===== src/rtl/out_uart_bridge_if.sv =====
// Signal bundle between the cpu `out` port and the UART bridge.
// The cpu side (master) presents its output word; the bridge (slave) reports line and FIFO status.
interface out_uart_bridge_if #(
  parameter int DATA_WIDTH      = 16,
  parameter int FIFO_ADDR_WIDTH = 2
);
  logic [DATA_WIDTH-1:0]    cpu_out;
  logic                     tx;
  logic                     busy;
  logic [FIFO_ADDR_WIDTH:0] level;
  logic                     overflow;
  logic [1:0]               dbg_state;

  modport master (
    output cpu_out,
    input  tx, busy, level, overflow, dbg_state
  );

  modport slave (
    input  cpu_out,
    output tx, busy, level, overflow, dbg_state
  );
endinterface


===== src/rtl/out_uart_bridge.sv =====
// Captures every change of the cpu output word into a small FIFO and sends
// each word over an 8N1 UART line, high byte first, low byte immediately after.
module out_uart_bridge #(
  parameter int DATA_WIDTH      = 16,
  parameter int FIFO_ADDR_WIDTH = 2,
  parameter int CLKS_PER_BIT    = 4
) (
  input logic              clk,
  input logic              rst_n,
  out_uart_bridge_if.slave bus
);
  localparam int DEPTH = 1 << FIFO_ADDR_WIDTH;
  localparam int CW    = (CLKS_PER_BIT > 1) ? $clog2(CLKS_PER_BIT) : 1;
  localparam logic [CW-1:0]              CNT_MAX    = CW'(CLKS_PER_BIT - 1);
  localparam logic [FIFO_ADDR_WIDTH:0]   FULL_LEVEL = (FIFO_ADDR_WIDTH + 1)'(DEPTH);

  typedef enum logic [1:0] {IDLE, START, DATA, STOP} state_t;

  state_t                   state_q;
  logic [DATA_WIDTH-1:0]    prev_q;
  logic [DATA_WIDTH-1:0]    word_q;
  logic [DATA_WIDTH-1:0]    mem_q [DEPTH];
  logic [FIFO_ADDR_WIDTH:0] wptr_q, wptr_d;
  logic [FIFO_ADDR_WIDTH:0] rptr_q, rptr_d;
  logic [FIFO_ADDR_WIDTH:0] level;
  logic [CW-1:0]            clk_cnt_q;
  logic [2:0]               bit_idx_q;
  logic                     byte_sel_q;
  logic                     tx_q;
  logic                     overflow_q;
  logic                     push, pop, full, accept;
  logic [7:0]               cur_byte;

  // Producer contract: there is no valid/ready pair; a word is offered whenever
  // cpu_out differs from the last sampled value, and it is taken unless the FIFO
  // is full with no pop on the same edge, in which case it is dropped and flagged.
  assign level    = wptr_q - rptr_q;
  assign full     = (level == FULL_LEVEL);
  assign push     = (bus.cpu_out != prev_q);
  assign pop      = (state_q == IDLE) && (level != '0);
  assign accept   = push && (!full || pop);
  assign wptr_d   = accept ? wptr_q + 1'b1 : wptr_q;
  assign rptr_d   = pop    ? rptr_q + 1'b1 : rptr_q;
  assign cur_byte = byte_sel_q ? word_q[7:0] : word_q[DATA_WIDTH-1 -: 8];

  always_ff @(posedge clk or negedge rst_n) begin
    if (!rst_n) begin
      prev_q     <= '0;
      wptr_q     <= '0;
      rptr_q     <= '0;
      overflow_q <= 1'b0;
    end else begin
      prev_q <= bus.cpu_out;
      wptr_q <= wptr_d;
      rptr_q <= rptr_d;
      if (push && !accept) overflow_q <= 1'b1;
    end
  end

  // Storage needs no reset: pointers define which entries are meaningful.
  always_ff @(posedge clk) begin
    if (accept) mem_q[wptr_q[FIFO_ADDR_WIDTH-1:0]] <= bus.cpu_out;
  end

  always_ff @(posedge clk or negedge rst_n) begin
    if (!rst_n) begin
      state_q    <= IDLE;
      word_q     <= '0;
      clk_cnt_q  <= '0;
      bit_idx_q  <= '0;
      byte_sel_q <= 1'b0;
      tx_q       <= 1'b1;
    end else begin
      case (state_q)
        IDLE: begin
          if (pop) begin
            word_q     <= mem_q[rptr_q[FIFO_ADDR_WIDTH-1:0]];
            byte_sel_q <= 1'b0;
            clk_cnt_q  <= '0;
            tx_q       <= 1'b0;
            state_q    <= START;
          end
        end
        START: begin
          if (clk_cnt_q == CNT_MAX) begin
            clk_cnt_q <= '0;
            bit_idx_q <= '0;
            tx_q      <= cur_byte[0];
            state_q   <= DATA;
          end else begin
            clk_cnt_q <= clk_cnt_q + CW'(1);
          end
        end
        DATA: begin
          if (clk_cnt_q == CNT_MAX) begin
            clk_cnt_q <= '0;
            if (bit_idx_q == 3'd7) begin
              tx_q    <= 1'b1;
              state_q <= STOP;
            end else begin
              bit_idx_q <= bit_idx_q + 3'd1;
              tx_q      <= cur_byte[bit_idx_q + 3'd1];
            end
          end else begin
            clk_cnt_q <= clk_cnt_q + CW'(1);
          end
        end
        STOP: begin
          if (clk_cnt_q == CNT_MAX) begin
            clk_cnt_q <= '0;
            if (!byte_sel_q) begin
              byte_sel_q <= 1'b1;
              tx_q       <= 1'b0;
              state_q    <= START;
            end else begin
              state_q <= IDLE;
            end
          end else begin
            clk_cnt_q <= clk_cnt_q + CW'(1);
          end
        end
        default: state_q <= IDLE;
      endcase
    end
  end

  assign bus.tx        = tx_q;
  assign bus.busy      = (state_q != IDLE) || (level != '0);
  assign bus.level     = level;
  assign bus.overflow  = overflow_q;
  assign bus.dbg_state = state_q;
endmodule


===== src/flat_wrapper.sv =====
// flat-port wrapper written by rule: the top's interface ports become plain ports
module out_uart_bridge_flat 
#(
  parameter int DATA_WIDTH      = 16,
  parameter int FIFO_ADDR_WIDTH = 2,
  parameter int CLKS_PER_BIT    = 4
)
  (clk, rst_n, bus_cpu_out, bus_tx, bus_busy, bus_level, bus_overflow, bus_dbg_state);
  out_uart_bridge_if #(.DATA_WIDTH(DATA_WIDTH), .FIFO_ADDR_WIDTH(FIFO_ADDR_WIDTH)) bus_i ();
  input logic clk;
  input logic rst_n;
  input wire logic [$bits(bus_i.cpu_out)-1:0] bus_cpu_out;
  output wire logic [$bits(bus_i.tx)-1:0] bus_tx;
  output wire logic [$bits(bus_i.busy)-1:0] bus_busy;
  output wire logic [$bits(bus_i.level)-1:0] bus_level;
  output wire logic [$bits(bus_i.overflow)-1:0] bus_overflow;
  output wire logic [$bits(bus_i.dbg_state)-1:0] bus_dbg_state;
  assign bus_i.cpu_out = bus_cpu_out;
  assign bus_tx = bus_i.tx;
  assign bus_busy = bus_i.busy;
  assign bus_level = bus_i.level;
  assign bus_overflow = bus_i.overflow;
  assign bus_dbg_state = bus_i.dbg_state;
  out_uart_bridge #(.DATA_WIDTH(DATA_WIDTH), .FIFO_ADDR_WIDTH(FIFO_ADDR_WIDTH), .CLKS_PER_BIT(CLKS_PER_BIT)) u_core (.clk(clk), .rst_n(rst_n), .bus(bus_i));
endmodule

===== config.mk =====
export PLATFORM = sky130hd
export DESIGN_NAME = out_uart_bridge_flat
export DESIGN_NICKNAME = d
export VERILOG_FILES = /design/src/rtl/out_uart_bridge_if.sv /design/src/rtl/out_uart_bridge.sv /design/src/flat_wrapper.sv
export SDC_FILE = /design/constraint.sdc
export NUM_CORES = 1
export LEC_CHECK = 0
export CAP_MARGIN = 20
export CORE_UTILIZATION = 45
export DETAILED_ROUTE_END_ITERATION = 7
export PLACE_DENSITY = 0.6
export SYNTH_ARGS = -nofsm -noshare
export SYNTH_HDL_FRONTEND = slang
export SYNTH_SLANG_ARGS = --single-unit

===== constraint.sdc =====
create_clock -name clk -period 2.8 [get_ports clk]
set_clock_uncertainty 0.05 [all_clocks]
set_input_delay 0.84 -clock clk [delete_from_list [all_inputs] [get_ports clk]]
set_output_delay 0.84 -clock clk [all_outputs]
set_load 0.01 [all_outputs]

==> results.txt <==
LEAKAGE = 2.11 nW
Worst hold path type = in -> async
Initial DRC count = 58
Slew Limit Fails = 0
Startpoint types = flop
Xor/xnor share = 0.0428
Commonest Layout Cell = edfxtp_1
Unique cell types = 41
First-pass GRT wire length = 12.6 mm
Post-synth seq share = 0.677
Asr flop ratio synth = 0.429
Worst setup EP type = output port
Complex Gates by Area = 0.0342
Core area = 9860 µm²
Final hold violation count = 0
Met3 Routed Length = 242 µm
Final HPWL DP = 5.59 mm
Cycle use final = 0.979
Synthesis area per yosys = 4610 µm²
Fin nets = 357
H-tree levels = 3
Hold-fix buffers at CTS = 0
Power per cell area = 799 nW/µm²
Ys flop type = edfxtp_1
Ant diodes = 0
Vias = 2347
Mapped Area = 4610 µm²
Post-route antenna net violation count = 0
Tmin final = 2740 ps
Tot GR Track Use = 0.168
Reg2reg setup slack = 260 ps
Met1 Wirelength = 3.66 mm
Clock buffer depth = 2
Die width = 103 µm
Residual DRC = 0
Top logic family = multiplexers
Buffer and inverter count on the worst path = 4
Yosys warns = 0
Status = complete, no violations
Worst Path Class, Setup = reg -> out
Row count = 36
Synth Area per Inst = 17.9 µm²
Placed insts = 440
CTS buffer count = 9
power by group:
group | internal, mW | switching, mW
sequential | 2.22 | 0.0912
clock | 0.349 | 0.576
combinational | 0.585 | 0.592
worst max-delay path by stage:
| stage | from | end | slack [ps] | cells after the start |
|---|---|---|---|---|
| after floorplan | u_core.wptr_q[0]$_DFFE_PN0P_ | u_core.mem_q[3][0]$_DFFE_PP_ | 170 | 7 |
| after global placement | bus_cpu_out[6] | u_core.mem_q[0][11]$_DFFE_PP_ | -150 | 8 |
| after detailed placement | bus_cpu_out[6] | u_core.mem_q[0][13]$_DFFE_PP_ | -150 | 8 |
| after CTS | u_core.wptr_q[0]$_DFFE_PN0P_ | bus_level[2] | 10 | 7 |
| after global routing | u_core.wptr_q[0]$_DFFE_PN0P_ | bus_level[2] | -10 | 7 |
| final | u_core.wptr_q[0]$_DFFE_PN0P_ | bus_level[2] | 60 | 7 |
cell usage after synthesis, drive strengths merged, types with 4 or more instances:
master   n  area, µm²
a22o     5       43.8
buf      6       35.0
dfrtp   47       1180
edfxtp  64       1920
ha      14        175
inv     12       45.0
mux2    22        251
mux4    19        428
nand2    4       15.0
nand4    5       31.3
nor2b    4       32.5
o21ai    6       30.0
xnor2   18        158
metrics by stage:
stage / worst slack (ps) / area, µm² / hold slack [ps] / setup TNS, ps
floorplan: 175 / 4610 / 393 / 0
global placement: -154 / 5280 / 408 / -7770
detailed placement: -150 / 5280 / 429 / -7440
finish: 58.3 / 5530 / 324 / 0
CTS: 11.9 / 5480 / 326 / 0
global route: -11.4 / 5530 / 337 / -22.5
worst register-to-register path: cells and delay by family, from the launching register on:
kind / cells / cell delay [ps]
flip-flops: 1 / 380
AND/OR/NAND/NOR: 3 / 880
adder cells (fa/ha/maj): 2 / 680
buffers and inverters: 3 / 290
registers in the layout (all words and copies together) (netlist names):
name,cells
u_core.byte_sel_q,1
u_core.prev_q,16
u_core.bus.tx,1
u_core.wptr_q,3
u_core.clk_cnt_q,2
u_core.word_q,16
u_core.rptr_q,3
u_core.mem_q,64
u_core.bit_idx_q,3
u_core.bus.overflow,1
u_core.bus.dbg_state,2
metal layers:
metal / up-vias / track usage
li1: 1110 / -
met1: 1194 / 0.221
met2: 37 / 0.279
met3: 6 / 0.0370
met4: 0 / 0.0553
met5: - / 0
layout make-up:
cell class / instances / area [µm²]
clock buffers: 9 / 124
clock inverters: 7 / 76.3
fillers: 788 / 4330
inverters: 12 / 47.5
multi-input cells: 126 / 1430
flip-flops and latches: 112 / 3120
well taps: 133 / 166
repair buffers: 63 / 561
cells by family after synthesis:
family,count (synthesis)
simple gates,25
fa+ha+maj,15
xor+xnor,21
buf+inv,20
flops,112
compound gates,22
mux,43
what timing repair did:
action	CTS	global route
gates resized	12	5
endpoints found under the setup margin	3	4
buffers inserted	2	4
==> images/clock_map.png <==
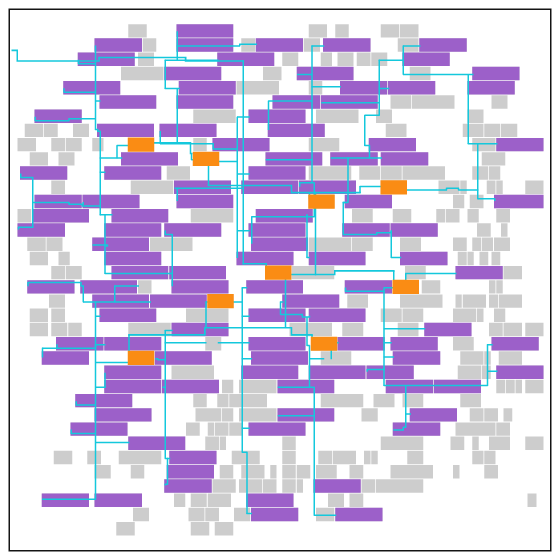
[purple] flip-flops | count: 112
[cyan] clock wires | length: 1170 µm
[orange] cells driving clock nets | count: 9
routed clock nets: 10

==> images/registers.png <==
Bar = 20 µm.
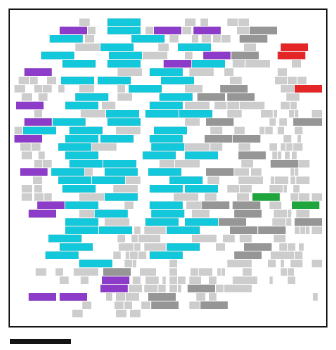
| color | netlist name | sequential cells |
|---|---|---|
| cyan | `u_core.mem_q` | 64 |
| red | `u_core.bit_idx_q` | 3 |
| purple | `u_core.prev_q` | 16 |
| green | `u_core.bus.dbg_state` | 2 |

No activity file was given, so power comes from the tool's default toggle rates.
